==> images/floorplan.png <==
Scale bar: 20 um. Pins as bars on the die edge.
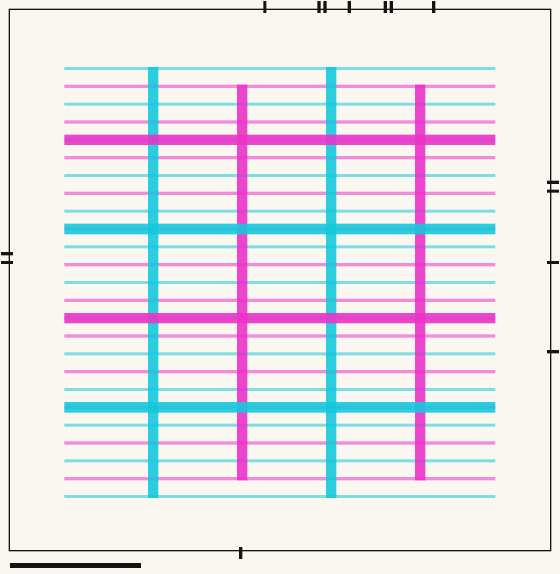
==> images/layers.png <==
Scale bar: 20 um. Only two layers are drawn.
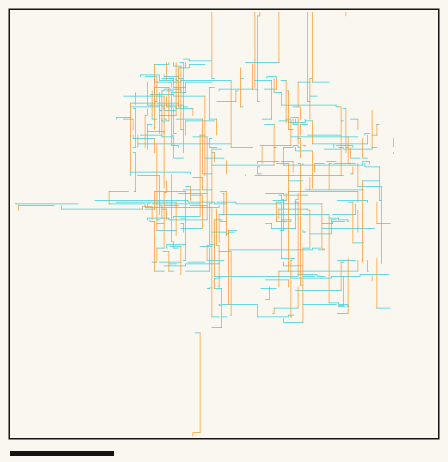
==> images/clock_nets.png <==
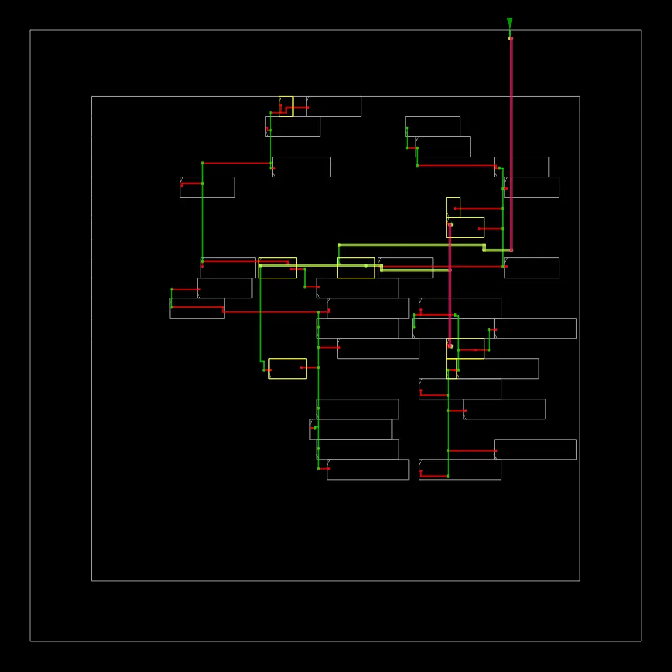
===== src/rtl/fifo_sync_pkg.sv =====
// -----------------------------------------------------------------------------
// fifo_sync_pkg
//   Shared types for the fifo_sync block. The per-cycle operation is the pair
//   (read accepted, write accepted). It is carried as an enum so the occupancy
//   update in the top level reads as a decision on named cases.
// -----------------------------------------------------------------------------
package fifo_sync_pkg;

  typedef enum logic [1:0] {
    OP_NONE  = 2'b00,
    OP_WRITE = 2'b01,
    OP_READ  = 2'b10,
    OP_BOTH  = 2'b11
  } fifo_op_e;

  // Combine the two accept strobes into one operation code.
  function automatic fifo_op_e decode_op(input logic wr_ok, input logic rd_ok);
    return fifo_op_e'({rd_ok, wr_ok});
  endfunction

endpackage


===== src/rtl/fifo_sync_mem.sv =====
// -----------------------------------------------------------------------------
// fifo_sync_mem
//   DEPTH x WIDTH register array with one synchronous write port and one
//   registered read port. The read register holds its value when re is low.
//   Only the read register is reset, so RD is defined from the first reset.
//
// Ports
//   clk    in   1       rising-edge clock
//   rst    in   1       synchronous active-high reset (read register only)
//   we     in   1       write enable
//   waddr  in   ADDR_W  write address
//   wdata  in   WIDTH   write data
//   re     in   1       read enable; rdata loads mem[raddr] on this edge
//   raddr  in   ADDR_W  read address
//   rdata  out  WIDTH   registered read data
// -----------------------------------------------------------------------------
module fifo_sync_mem #(
  parameter int WIDTH  = 4,
  parameter int DEPTH  = 4,
  parameter int ADDR_W = 2
) (
  input  logic              clk,
  input  logic              rst,
  input  logic              we,
  input  logic [ADDR_W-1:0] waddr,
  input  logic [WIDTH-1:0]  wdata,
  input  logic              re,
  input  logic [ADDR_W-1:0] raddr,
  output logic [WIDTH-1:0]  rdata
);

  logic [WIDTH-1:0] mem [DEPTH];

  // NOTE: the storage array has no reset. Its contents before the first write
  // are never observable, because a read is only accepted when count > 0.
  always_ff @(posedge clk) begin
    if (we) begin
      mem[waddr] <= wdata;
    end
  end

  // A write and a read may hit the same slot in one cycle (full FIFO, both
  // strobes). The read samples the old word and the write lands afterwards.
  always_ff @(posedge clk) begin
    if (rst) begin
      rdata <= '0;
    end else if (re) begin
      rdata <= mem[raddr];
    end
  end

endmodule


===== src/rtl/fifo_sync.sv =====
// -----------------------------------------------------------------------------
// fifo_sync
//   Single-clock FIFO with a registered read data output and registered
//   FULL/EMPTY flags. The depth need not be a power of two: the pointers wrap
//   explicitly at MEMORY_DEPTH-1.
//
// Ports
//   clk    in   1             rising-edge clock
//   rst    in   1             synchronous active-high reset
//   w_en   in   1             write request
//   r_en   in   1             read request
//   WR     in   MEMORY_WIDTH  write data
//   FULL   out  1             MEMORY_DEPTH entries stored
//   EMPTY  out  1             no entries stored
//   RD     out  MEMORY_WIDTH  read data register (1-cycle latency, holds)
// -----------------------------------------------------------------------------
module fifo_sync
  import fifo_sync_pkg::*;
#(
  parameter int MEMORY_WIDTH = 4,
  parameter int MEMORY_DEPTH = 4
) (
  input  logic                    clk,
  input  logic                    rst,
  input  logic                    w_en,
  input  logic                    r_en,
  input  logic [MEMORY_WIDTH-1:0] WR,
  output logic                    FULL,
  output logic                    EMPTY,
  output logic [MEMORY_WIDTH-1:0] RD
);

  localparam int PTR_W = $clog2(MEMORY_DEPTH);
  localparam int CNT_W = $clog2(MEMORY_DEPTH + 1);
  localparam logic [PTR_W-1:0] LAST_PTR  = PTR_W'(MEMORY_DEPTH - 1);
  localparam logic [CNT_W-1:0] DEPTH_CNT = CNT_W'(MEMORY_DEPTH);

  logic [PTR_W-1:0] wptr_q, wptr_next;
  logic [PTR_W-1:0] rptr_q, rptr_next;
  logic [CNT_W-1:0] count_q, count_next;
  logic             full_q, empty_q;
  logic             wr_ok, rd_ok;
  fifo_op_e         op;

  function automatic logic [PTR_W-1:0] inc_ptr(input logic [PTR_W-1:0] p);
    return (p == LAST_PTR) ? '0 : p + 1'b1;
  endfunction

  // Accept logic uses only registered flags, so neither flag has a
  // combinational path from w_en/r_en. A write into a full FIFO is accepted
  // when a read frees a slot in the same cycle. A read of an empty FIFO is
  // ignored even if a write arrives, so there is no fall-through.
  // NOTE: every always_comb output gets a default first. A path that leaves a
  // signal unassigned would infer a latch.
  always_comb begin
    wr_ok      = w_en & (~full_q | r_en);
    rd_ok      = r_en & ~empty_q;
    op         = decode_op(wr_ok, rd_ok);
    wptr_next  = wr_ok ? inc_ptr(wptr_q) : wptr_q;
    rptr_next  = rd_ok ? inc_ptr(rptr_q) : rptr_q;
    count_next = count_q;
    case (op)
      OP_WRITE: count_next = count_q + 1'b1;
      OP_READ:  count_next = count_q - 1'b1;
      default:  count_next = count_q;  // idle or balanced read+write
    endcase
  end

  // The flags are registered from count_next. They change on the same edge as
  // count, without a decode stage after the register.
  // NOTE: sequential state uses non-blocking assignments only. All registers
  // then update together from pre-edge values, and there is no ordering race
  // between always blocks.
  always_ff @(posedge clk) begin
    if (rst) begin
      wptr_q  <= '0;
      rptr_q  <= '0;
      count_q <= '0;
      full_q  <= 1'b0;
      empty_q <= 1'b1;
    end else begin
      wptr_q  <= wptr_next;
      rptr_q  <= rptr_next;
      count_q <= count_next;
      full_q  <= (count_next == DEPTH_CNT);
      empty_q <= (count_next == '0);
    end
  end

  fifo_sync_mem #(
    .WIDTH  (MEMORY_WIDTH),
    .DEPTH  (MEMORY_DEPTH),
    .ADDR_W (PTR_W)
  ) u_mem (
    .clk   (clk),
    .rst   (rst),
    .we    (wr_ok),
    .waddr (wptr_q),
    .wdata (WR),
    .re    (rd_ok),
    .raddr (rptr_q),
    .rdata (RD)
  );

  assign FULL  = full_q;
  assign EMPTY = empty_q;

endmodule


===== config.mk =====
export PLATFORM = sky130hd
export DESIGN_NAME = fifo_sync
export DESIGN_NICKNAME = d
export VERILOG_FILES = /design/src/rtl/fifo_sync_pkg.sv /design/src/rtl/fifo_sync_mem.sv /design/src/rtl/fifo_sync.sv
export SDC_FILE = /design/constraint.sdc
export NUM_CORES = 1
export LEC_CHECK = 0
export CAP_MARGIN = 20
export CORE_MARGIN = 8
export CORE_UTILIZATION = 28
export CTS_CLUSTER_SIZE = 10
export DETAILED_ROUTE_END_ITERATION = 10
export MAX_ROUTING_LAYER = met4
export SKIP_CTS_REPAIR_TIMING = 1
export SLEW_MARGIN = 20
export SYNTH_ARGS = -nofsm -noshare
export SYNTH_HDL_FRONTEND = slang
export SYNTH_SLANG_ARGS = --single-unit

===== constraint.sdc =====
create_clock -name clk -period 1.9 [get_ports clk]
set_input_delay 0.38 -clock clk [delete_from_list [all_inputs] [get_ports clk]]
set_output_delay 0.38 -clock clk [all_outputs]
set_load 0.01 [all_outputs]

==> flow_summary.yaml <==
# synthesis and place-and-route metrics
clock_tree:
  clkLatencyLatePin_ns: 0.27
  path_clk_slew_ns: 0.06
  cts-root-buf: "clkbuf_8"
  numCtsBuffers: 5
die:
  row_count: 24
  coreArea_um2: 4290
  ioPinCount: 14
finish:
  top_register: "u_mem.mem"
  area_growth_pct: 31.0
  final_cell_count_no_fill: 173
  layout_top_cell: "edfxtp_1"
worst_hold_path:
  hold_class: "register to register"
global_routing:
  grt_antenna_before_repair: 0
  groute.usage.overall: 0.0740
outcome:
  status: "finished, violations left"
  violations: "negative setup slack"
timing:
  finalCriticalPeriod_ns: 1.92
  setup_viol: 1
  worst_slack_ns: -0.0249
  fmax_ghz: 0.520
power:
  ir_worst_vdd_mv: 0.374
  intPower_mw: 1.17
  clock_power_share: 0.296
yosys:
  syn_nets: 108
  synth.most_common_cell: "edfxtp_1"
  yosys_warnings: 0
setup_path:
  timing.rr.start: "FULL"
  crit_type: "register to register"
  arrival_ns: 2.09
  critPathLaunch: "FULL"
placement:
  place.gp.congestion: 0.725
routing:
  drt_iter0_markers: 16
  met1Wirelength_um: 966
## Picture notes: floorplan.png
color	net
cyan	VSS
magenta	VDD
rows	24
met5 straps	4
met1 rails	25
signal pins	14
met4 straps	4

## Picture notes: layers.png
color	layer	wire length
orange	M2	1070 um
cyan	M1	967 um

## Picture notes: clock_nets.png
CTS Sinks: 29
clk pwr: 0.469 mW

==> power groups by stage <==
stage               Clock (mW)  Sequential [mW]  Combinational (mW)
floorplan                    0            0.775               0.227
global placement             0            0.778               0.326
detailed placement           0            0.782               0.340
CTS                      0.483            0.769               0.341
global route             0.516            0.778               0.386
finish                   0.469            0.768               0.348
==> through the flow <==
stage,cell area (um^2),setup slack (ns),util,setup TNS (ns),power [mW]
floorplan,1280,-0.0556,-,-0.0656,1.00
global placement,1510,-0.577,0.351,-1.76,1.10
detailed placement,1510,-0.632,0.351,-1.92,1.12
CTS,1590,-0.363,0.371,-0.891,1.59
global route,1620,-0.0744,0.376,-0.126,1.68
finish,1620,-0.0249,0.376,-0.0249,1.59
==> cells by family after synthesis <==
group,Yosys count,synth area share
AND-OR/OR-AND,13,0.0629
XOR/XNOR,3,0.0213
adder cells (fa/ha/maj),7,0.0771
buffers and inverters,8,0.0365
flip-flops,29,0.600
multiplexers,7,0.0974
AND/OR/NAND/NOR,26,0.104
==> worst max-delay path: stages (launching register included) <==
cell	delay, ns
dfxtp_2	0.32
nor2b_4	0.13
nor2_4	0.09
inv_2	0.05
ha_4	0.16
fa_2	0.36
xnor2_2	0.16
buf_4	0.14
xor2_1	0.14
a221o_1	0.29
==> how the worst max path moves through the flow <==
stage	to	cells past startpoint
after global placement	FULL	9
after global routing	EMPTY	9
after detailed placement	FULL	9
final	EMPTY	9
after CTS	FULL	9
after floorplan	FULL	8
==> final cells by class <==
cell class	count	area, um^2	share of cell area
inverter	5	18.8	0.0116
tap	52	65.1	0.0402
clock inverter	2	10.0	0.00619
clock buffer	6	72.6	0.0449
timing repair buffer	23	210	0.130
sequential	29	742	0.459
multi-input combinational	56	498	0.308
Power figures rest on the tool's default switching activity, not on a simulated workload.
